--- src/rtl/pipelined_adder_sub.sv ---
// Pipelined XLEN-bit adder/subtractor split into STAGES carry segments, with a valid/ready handshake.
// Optional zero/ovf result flags are enabled by defining PIPE_ADDER_FLAGS_EN.
module pipelined_adder_sub #(
  parameter int unsigned XLEN   = 16,
  parameter int unsigned STAGES = 4
) (
  input  logic            clk,
  input  logic            rst,
  input  logic            in_valid,
  output logic            in_ready,
  input  logic [XLEN-1:0] a,
  input  logic [XLEN-1:0] b,
  input  logic            carry_in,
  input  logic            sub,
  output logic            out_valid,
  input  logic            out_ready,
  output logic [XLEN:0]   sum
`ifdef PIPE_ADDER_FLAGS_EN
  ,
  output logic            zero,
  output logic            ovf
`endif
);

  localparam int unsigned W    = XLEN / STAGES;
  localparam int unsigned LAST = STAGES - 1;

  logic advance;

  assign advance  = ~out_valid | out_ready;
  assign in_ready = advance;

  for (genvar k = 0; k < STAGES; k++) begin : g_stage
    localparam int unsigned RW = (STAGES - k) * W;

    // op_a/op_b hold only the operand bits not yet summed; the low W bits are this segment.
    logic [RW-1:0]        op_a;
    logic [RW-1:0]        op_b;
    logic                 seg_cin;
    logic                 seg_vld;
    logic [W:0]           seg;
    logic [(k+1)*W-1:0]   part;

    logic                 v_q;
    logic                 c_q;
    logic [(k+1)*W-1:0]   s_q;

    if (k == 0) begin : g_in
      assign op_a    = a;
      assign op_b    = sub ? ~b : b;
      assign seg_cin = sub | carry_in;
      assign seg_vld = in_valid;
      assign part    = seg[W-1:0];
    end else begin : g_link
      assign op_a    = g_stage[k-1].g_fwd.a_q;
      assign op_b    = g_stage[k-1].g_fwd.b_q;
      assign seg_cin = g_stage[k-1].c_q;
      assign seg_vld = g_stage[k-1].v_q;
      assign part    = {seg[W-1:0], g_stage[k-1].s_q};
    end

    assign seg = {1'b0, op_a[W-1:0]} + {1'b0, op_b[W-1:0]} + {{W{1'b0}}, seg_cin};

    always_ff @(posedge clk or posedge rst) begin
      if (rst) begin
        v_q <= 1'b0;
        c_q <= 1'b0;
        s_q <= '0;
      end else if (advance) begin
        v_q <= seg_vld;
        c_q <= seg[W];
        s_q <= part;
      end
    end

    if (k < STAGES - 1) begin : g_fwd
      logic [RW-W-1:0] a_q;
      logic [RW-W-1:0] b_q;

      always_ff @(posedge clk or posedge rst) begin
        if (rst) begin
          a_q <= '0;
          b_q <= '0;
        end else if (advance) begin
          a_q <= op_a[RW-1:W];
          b_q <= op_b[RW-1:W];
        end
      end
    end
  end

  assign out_valid = g_stage[LAST].v_q;
  assign sum       = {g_stage[LAST].c_q, g_stage[LAST].s_q};

`ifdef PIPE_ADDER_FLAGS_EN
  logic zero_q;
  logic ovf_q;

  // Carry into the MSB is recovered as a^b'^s at that bit.
  always_ff @(posedge clk or posedge rst) begin
    if (rst) begin
      zero_q <= 1'b0;
      ovf_q  <= 1'b0;
    end else if (advance) begin
      zero_q <= (g_stage[LAST].part == '0);
      ovf_q  <= g_stage[LAST].seg[W] ^ g_stage[LAST].op_a[W-1] ^ g_stage[LAST].op_b[W-1]
                ^ g_stage[LAST].seg[W-1];
    end
  end

  assign zero = zero_q;
  assign ovf  = ovf_q;
`endif

endmodule

--- config.mk ---
export PLATFORM = sky130hd
export DESIGN_NAME = pipelined_adder_sub
export DESIGN_NICKNAME = d
export VERILOG_FILES = /design/src/rtl/pipelined_adder_sub.sv
export SDC_FILE = /design/constraint.sdc
export NUM_CORES = 1
export LEC_CHECK = 0
export CAP_MARGIN = 10
export CORE_MARGIN = 5
export CORE_UTILIZATION = 35
export CTS_CLUSTER_DIAMETER = 40
export DETAILED_ROUTE_END_ITERATION = 8
export DONT_BUFFER_PORTS = 1
export PLACE_DENSITY_LB_ADDON = 0.12
export SKIP_CTS_REPAIR_TIMING = 1
export SYNTH_ARGS = -nofsm -noshare
export SYNTH_HDL_FRONTEND = slang
export SYNTH_SLANG_ARGS = --single-unit
--- constraint.sdc ---
create_clock -name clk -period 2.9 [get_ports clk]
set_clock_uncertainty 0.05 [all_clocks]
set_input_delay 0.58 -clock clk [delete_from_list [all_inputs] [get_ports clk]]
set_output_delay 0.58 -clock clk [all_outputs]
set_load 0.02 [all_outputs]
**Run 1: sizing map**

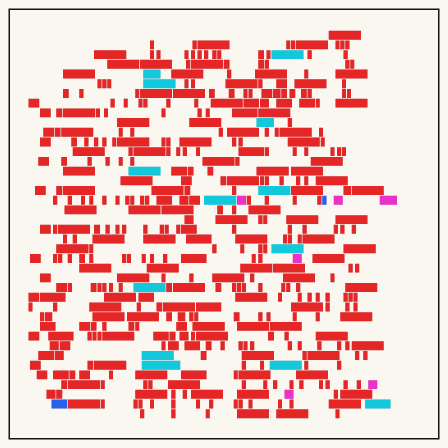
legend:
  cyan:
    size: x6 and larger
    cells: 13
    share: 2.9%
    most_used: clkbuf_16
  blue:
    size: x2
    cells: 2
    share: 0.45%
  magenta:
    size: x3 and x4
    cells: 6
    share: 1.4%
    most_used: buf_4
  red:
    size: x1 and smaller
    cells: 423
    share: 95%
    most_used: nand2_1
Non-CTS buffers: 5
area delta synth->final: 9.139%
Worst Slack Setup Final: 0.8188 ns
final instance area: 4617 µm²

**Run 1: signal metal coverage by tile**

Bar = 20 µm. The die is cut into 24 by 24 equal tiles; dark purple is low, yellow is high, scaled to the fullest tile. Values are wire area over tile area, all layers added.
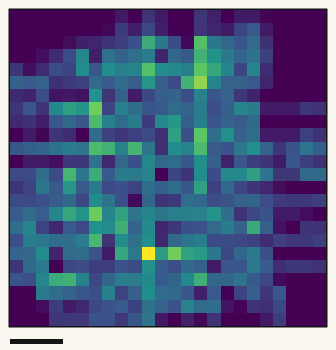
mean over tiles: 0.086
emptiest ninth of the die: north-east
nearly empty tiles: 18%
fullest tile: 0.35
tiles over half the peak: 7.8%

==> results.cfg, run 1 <==
; synthesis and place-and-route metrics
[routing]
drtPass1Iterations = 4
routed.top_layer = met4
drt-total-wl_um = 7788
viasPerCell = 4.521
drtIter0Drc = 113
wl_per_cell_um = 13.18
vias = 2672
wl_met1_um = 3934
wl_met3_um = 384
wl_met2_um = 3248
antenna_left = 0

[synth]
synth_cell_types = 22
yosys_area_um2 = 4230
aoi_share = 0.05797
fp_nets = 508
avgSynthCellArea_um2 = 9.401
syn_area_um2 = 4230
synthArstFlopShare = 1.000
ys_sh_xor = 0.04762
fa_ha_area_frac = 0.07335
synth_top_cell_by_count = nand2_1
topCombFamilyByArea = simple AND/OR/NAND/NOR gates
synth_top_area_share = 0.5679
postSynthSeqShare = 0.5679
edf_count = 0
ys_sh_simple = 0.2127
mux_share = 0
ys_warn_count = 0
yosysTopAreaCell = dfrtp_1
yosys_cells = 450
ys_ff = 96
topCellsByArea = dfrtp_1 57%, nand2_1 19%, fa_1 3.8%
syn_inst = 450
synthTopCellsByCount = 216 x nand2_1, 96 x dfrtp_1, 22 x o21ai_0

[floorplan]
rows = 40
core_um2 = 11910
die-width_um = 119.9
fp-utilization = 0.3551
chipArea_um2 = 14390
fp.dieH_um = 119.9

[critical_path]
start_kind = flop
cp.required_ns = 2.27
crit_slowest_cell = inv_2
arrival_ns = 1.45
regToRegEndpoint = g_stage[0].g_fwd.b_q[6]
cp.depth = 2
r2r_setup_slack_ns = 1.00
critical-path-max-stage-delay_ns = 0.47
critPathBufInv = 1
endpoint_kind = output port
regToRegStartpoint = out_valid
critical_path.max_fanout = 32
crit_family = buffers and inverters
crit_type = reg -> out
reg2regPathDepth = 3
cp_cell_sequence = nor2b_4, inv_2

[hold_path]
hold_class = in -> async

[pwr]
clkPwrFrac = 0.227
p_clk_mw = 1.15
pwr-share-comb = 0.289
p_int_mw = 3.244
power.density_nw_per_um2 = 1097
p_leak_nw = 2.316
p_seq_frac = 0.484
comb-power_mw = 1.46
peakVddDrop_uv = 406.2
net-switching-power_mw = 1.821
sw_frac_of_total = 0.3595
sequentialPower_mw = 2.45

[clock_tree]
insertion_delay_ns = 0.34
clockBufferDepth = 2
ctsHtreeMaxLevel = 3
numCtsBuffers = 9
clkSlewWorstSetupHoldPaths_ns = 0.06
cts.sinks = 96

[layout]
fin_util = 0.3876
mostFrequentLayoutCell = nand2_1
combGateArea_um2 = 1657
nets = 501
stdcell_count = 591
flop_area_um2 = 2402
drive_gt1_frac = 0.04730
fillers = 1305
layout_top_cells = 216 x nand2_1, 96 x dfrtp_1, 22 x o21ai_0
n_antenna_cell = 0

[sta]
fin_setup_tns_ns = 0
maxSlewHeadroom = 0.3400
fin_crit_sh = 0.7177
tightestPinTransition_ns = 0.9899
hold_ws_ns = 0.1839
max_freq_mhz = 480.5
setup_viol = 0
drv_slew = 0
rsz0062_at_grt = false
hold_viol = 0
min_period_ns = 2.081

[global_route]
grt_max_degree = 102
grt_pass1_wl_um = 13500
gr-total-overflow = 0
grt_pass1_vias = 2832
antenna_found_initial = 0

[placement]
pre_cts_slack_ns = 0.8267
place.gp.congestion = 0.6709
placed_cell_area_um2 = 4334
dp.cells = 579
hpwl_um = 5046

[outcome]
status = finished, final reports clean

[flow_run]
max_cap_viol_count = 0
log.warning_count = 28
**Run 1: congestion heat map**

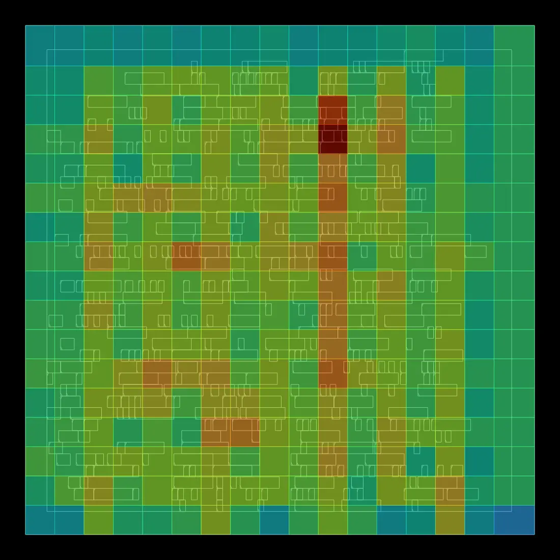
GR Util met1: 0.1615
M3 GR Usage: 0.02498
GR peak layer: met2
grt met2 use: 0.1721
GRT Util Overall: 0.1183

run 1: registers in the layout (all words and copies together) (netlist names):
register,flops
g_stage.g_fwd.b_q,24
g_stage.s_q,40
g_stage.v_q,3
g_stage.c_q,4
g_stage.g_fwd.a_q,24
out_valid,1
run 1: logic make-up (layout without fill, tap and decap cells):
| group | after synthesis | count (layout) |
|---|---|---|
| fa+ha+maj | 20 | 20 |
| xor+xnor | 23 | 23 |
| simple gates | 234 | 234 |
| compound gates | 44 | 44 |
| flops | 96 | 96 |
| buf+inv | 33 | 27 |
run 1: cell type report:
cell class,instances,share of cell area
timing repair buffer,5,0.01084
inverter,10,0.008943
clock inverter,1,0.006504
clock buffer,11,0.05474
multi-input combinational,321,0.3588
tap,147,0.03984
sequential,96,0.5203
==> run 2: changes to the inputs <==
==> constraint.sdc (replaced) <==
create_clock -name clk -period 2.1 [get_ports clk]
set_clock_uncertainty 0.05 [all_clocks]
set_input_delay 0.42 -clock clk [delete_from_list [all_inputs] [get_ports clk]]
set_output_delay 0.42 -clock clk [all_outputs]
set_load 0.02 [all_outputs]
**Run 2: sizing map**

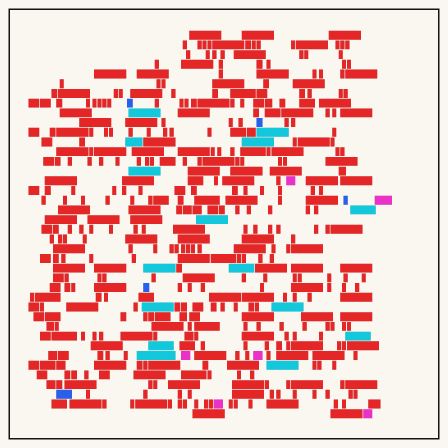
legend:
  cyan:
    size: x6 and larger
    cells: 15
    share: 3.3%
    most_used: clkbuf_16
  magenta:
    size: x3 and x4
    cells: 6
    share: 1.3%
    most_used: buf_4
  red:
    size: x1 and smaller
    cells: 425
    share: 94%
    most_used: nand2_1
  blue:
    size: x2
    cells: 5
    share: 1.1%
    most_used: clkinv_2
Worst Slack Setup Final: 0.2065 ns
Non-CTS buffers: 9
area delta synth->final: 10.91%
final instance area: 4692 µm²

**Run 2: cells coloured by class**

Bar = 20 µm.
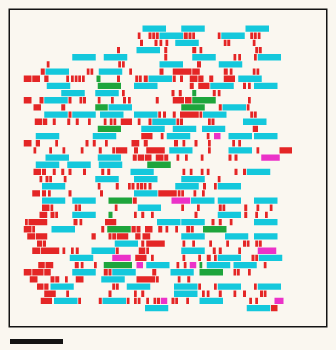
legend:
  green:
    class: clock drivers and dummy loads
    cells: 15
    share_of_their_area: 6.4%
  red:
    class: remaining logic cells
    cells: 331
    share_of_their_area: 38%
  cyan:
    class: sequential cells
    cells: 96
    share_of_their_area: 53%
  magenta:
    class: remaining buffers and delay cells
    cells: 9
    share_of_their_area: 2.7%
Core Util, Final: 0.3939
Row Count: 40
Core Footprint: 11910 µm²
Seq/total area: 0.5120

==> run 2 against run 1 <==
Via count is 0.37% higher; critical path depth grew 1; area after synthesis is the same; utilization is 0.63 points higher; wire length is 1.6% lower; cell area up 1.6%.
==> results.cfg, run 2 <==
; synthesis and place-and-route metrics
[layout]
reg_top3 = g_stage.s_q (40), g_stage.g_fwd.a_q (24), g_stage.g_fwd.b_q (24)
largest_register_ffs = 40
bufAreaShareNonClock = 0.02560
top_register = g_stage.s_q
fillers = 1228
nets = 505
clk_share = 0.06133
stdcell_count = 598
largestClassByArea = registers
num-clock-buffers = 11
comb_cells = 321
mostFrequentLayoutCell = nand2_1
flop-count = 96
flop_area_um2 = 2402
combGateArea_um2 = 1657
n_antenna_cell = 0
layout_top_cells = 216 x nand2_1, 96 x dfrtp_1, 22 x o21ai_0
drive_gt1_frac = 0.05765

[critical_path]
cp.depth = 3
endpoint_kind = output port
r2r_setup_slack_ns = 0.24
cp_cell_sequence = nor2b_4, inv_2, buf_4
crit_type = reg -> out
critPathBufInv = 2
crit_family = flip-flops
reg2regPathDepth = 5
regToRegStartpoint = g_stage[1].c_q
critical_path.max_fanout = 15
start_kind = flop
critical-path-max-stage-delay_ns = 0.46
crit_slowest_cell = dfrtp_1
arrival_ns = 1.42
regToRegEndpoint = g_stage[2].c_q

[routing]
wl_per_cell_um = 12.81
viasPerCell = 4.485
drt-total-wl_um = 7662
drtIter0Drc = 68
vias = 2682
drtPass1Iterations = 4
antenna_left = 0

[pwr]
clkPwrFrac = 0.226
power.density_nw_per_um2 = 1496
p_int_mw = 4.499
peakVddDrop_uv = 471.2
net-switching-power_mw = 2.520
p_leak_nw = 2.353
pwr-share-comb = 0.292
p_clk_mw = 1.59
p_seq_frac = 0.482
comb-power_mw = 2.05
sw_frac_of_total = 0.3590
sequentialPower_mw = 3.39

[sta]
max_freq_mhz = 528.1
fin_crit_sh = 0.9017
hold_viol = 0
tightestPinTransition_ns = 0.4541
rsz0062_at_grt = false
setup_viol = 0
hold_ws_ns = 0.1454
fin_setup_tns_ns = 0
maxSlewHeadroom = 0.6966
drv_slew = 0
min_period_ns = 1.893

[clock_tree]
insertion_delay_ns = 0.33
numCtsBuffers = 9
ctsHtreeMaxLevel = 3
clkSlewWorstSetupHoldPaths_ns = 0.06
cts.sinks = 96

[global_route]
antenna_found_initial = 0
gr-total-overflow = 0
grt_pass1_vias = 2788
grt_max_degree = 102

[floorplan]
nWellTaps = 147
fp.dieH_um = 119.9
fp-utilization = 0.3551
chipArea_um2 = 14390
die-width_um = 119.9

[outcome]
status = finished, final reports clean

[synth]
mux_share = 0
synthTopCellsByCount = 216 x nand2_1, 96 x dfrtp_1, 22 x o21ai_0
yosys_area_um2 = 4230
ys_sh_simple = 0.2127
aoi_share = 0.05797
topCellsByArea = dfrtp_1 57%, nand2_1 19%, fa_1 3.8%
fp_nets = 508
ys_warn_count = 0
synth_top_area_share = 0.5679
syn_inst = 450
ys_ff = 96
synthArstFlopShare = 1.000
syn_area_um2 = 4230
edf_count = 0
yosys_cells = 450
synth_cell_types = 22
ys_sh_xor = 0.04762
topCombFamilyByArea = simple AND/OR/NAND/NOR gates
postSynthSeqShare = 0.5679

[flow_run]
max_cap_viol_count = 0

[hold_path]
hold_class = in -> reg

[placement]
pre_cts_slack_ns = 0.2222
place.gp.congestion = 0.7032
dp.cells = 582
placed_cell_area_um2 = 4394
hpwl_um = 5211
[run 2: worst min-delay path by stage]
stage,startpoint,end,slack [ns],cells past startpoint
6_report,in_valid,g_stage[0].v_q,0.15,2
2_1_floorplan,g_stage[2].v_q,g_stage[2].v_q,0.38,2
5_1_grt,in_valid,g_stage[0].v_q,0.13,2
3_3_place_gp,rst,g_stage[3].s_q[6],0.28,1
4_1_cts,rst,g_stage[3].s_q[4],-0.07,1
3_5_place_dp,rst,g_stage[3].s_q[4],0.28,1
[run 2: per-layer routing]
metal  track usage  wire length, µm  vias up
met4       0.04295               99        0
met3       0.03534              345        6
met2        0.1633             3200       47
met1        0.1668             4015     1241
met5             0                0        -
li1              -                -     1388
Power and IR drop assume default switching activity.
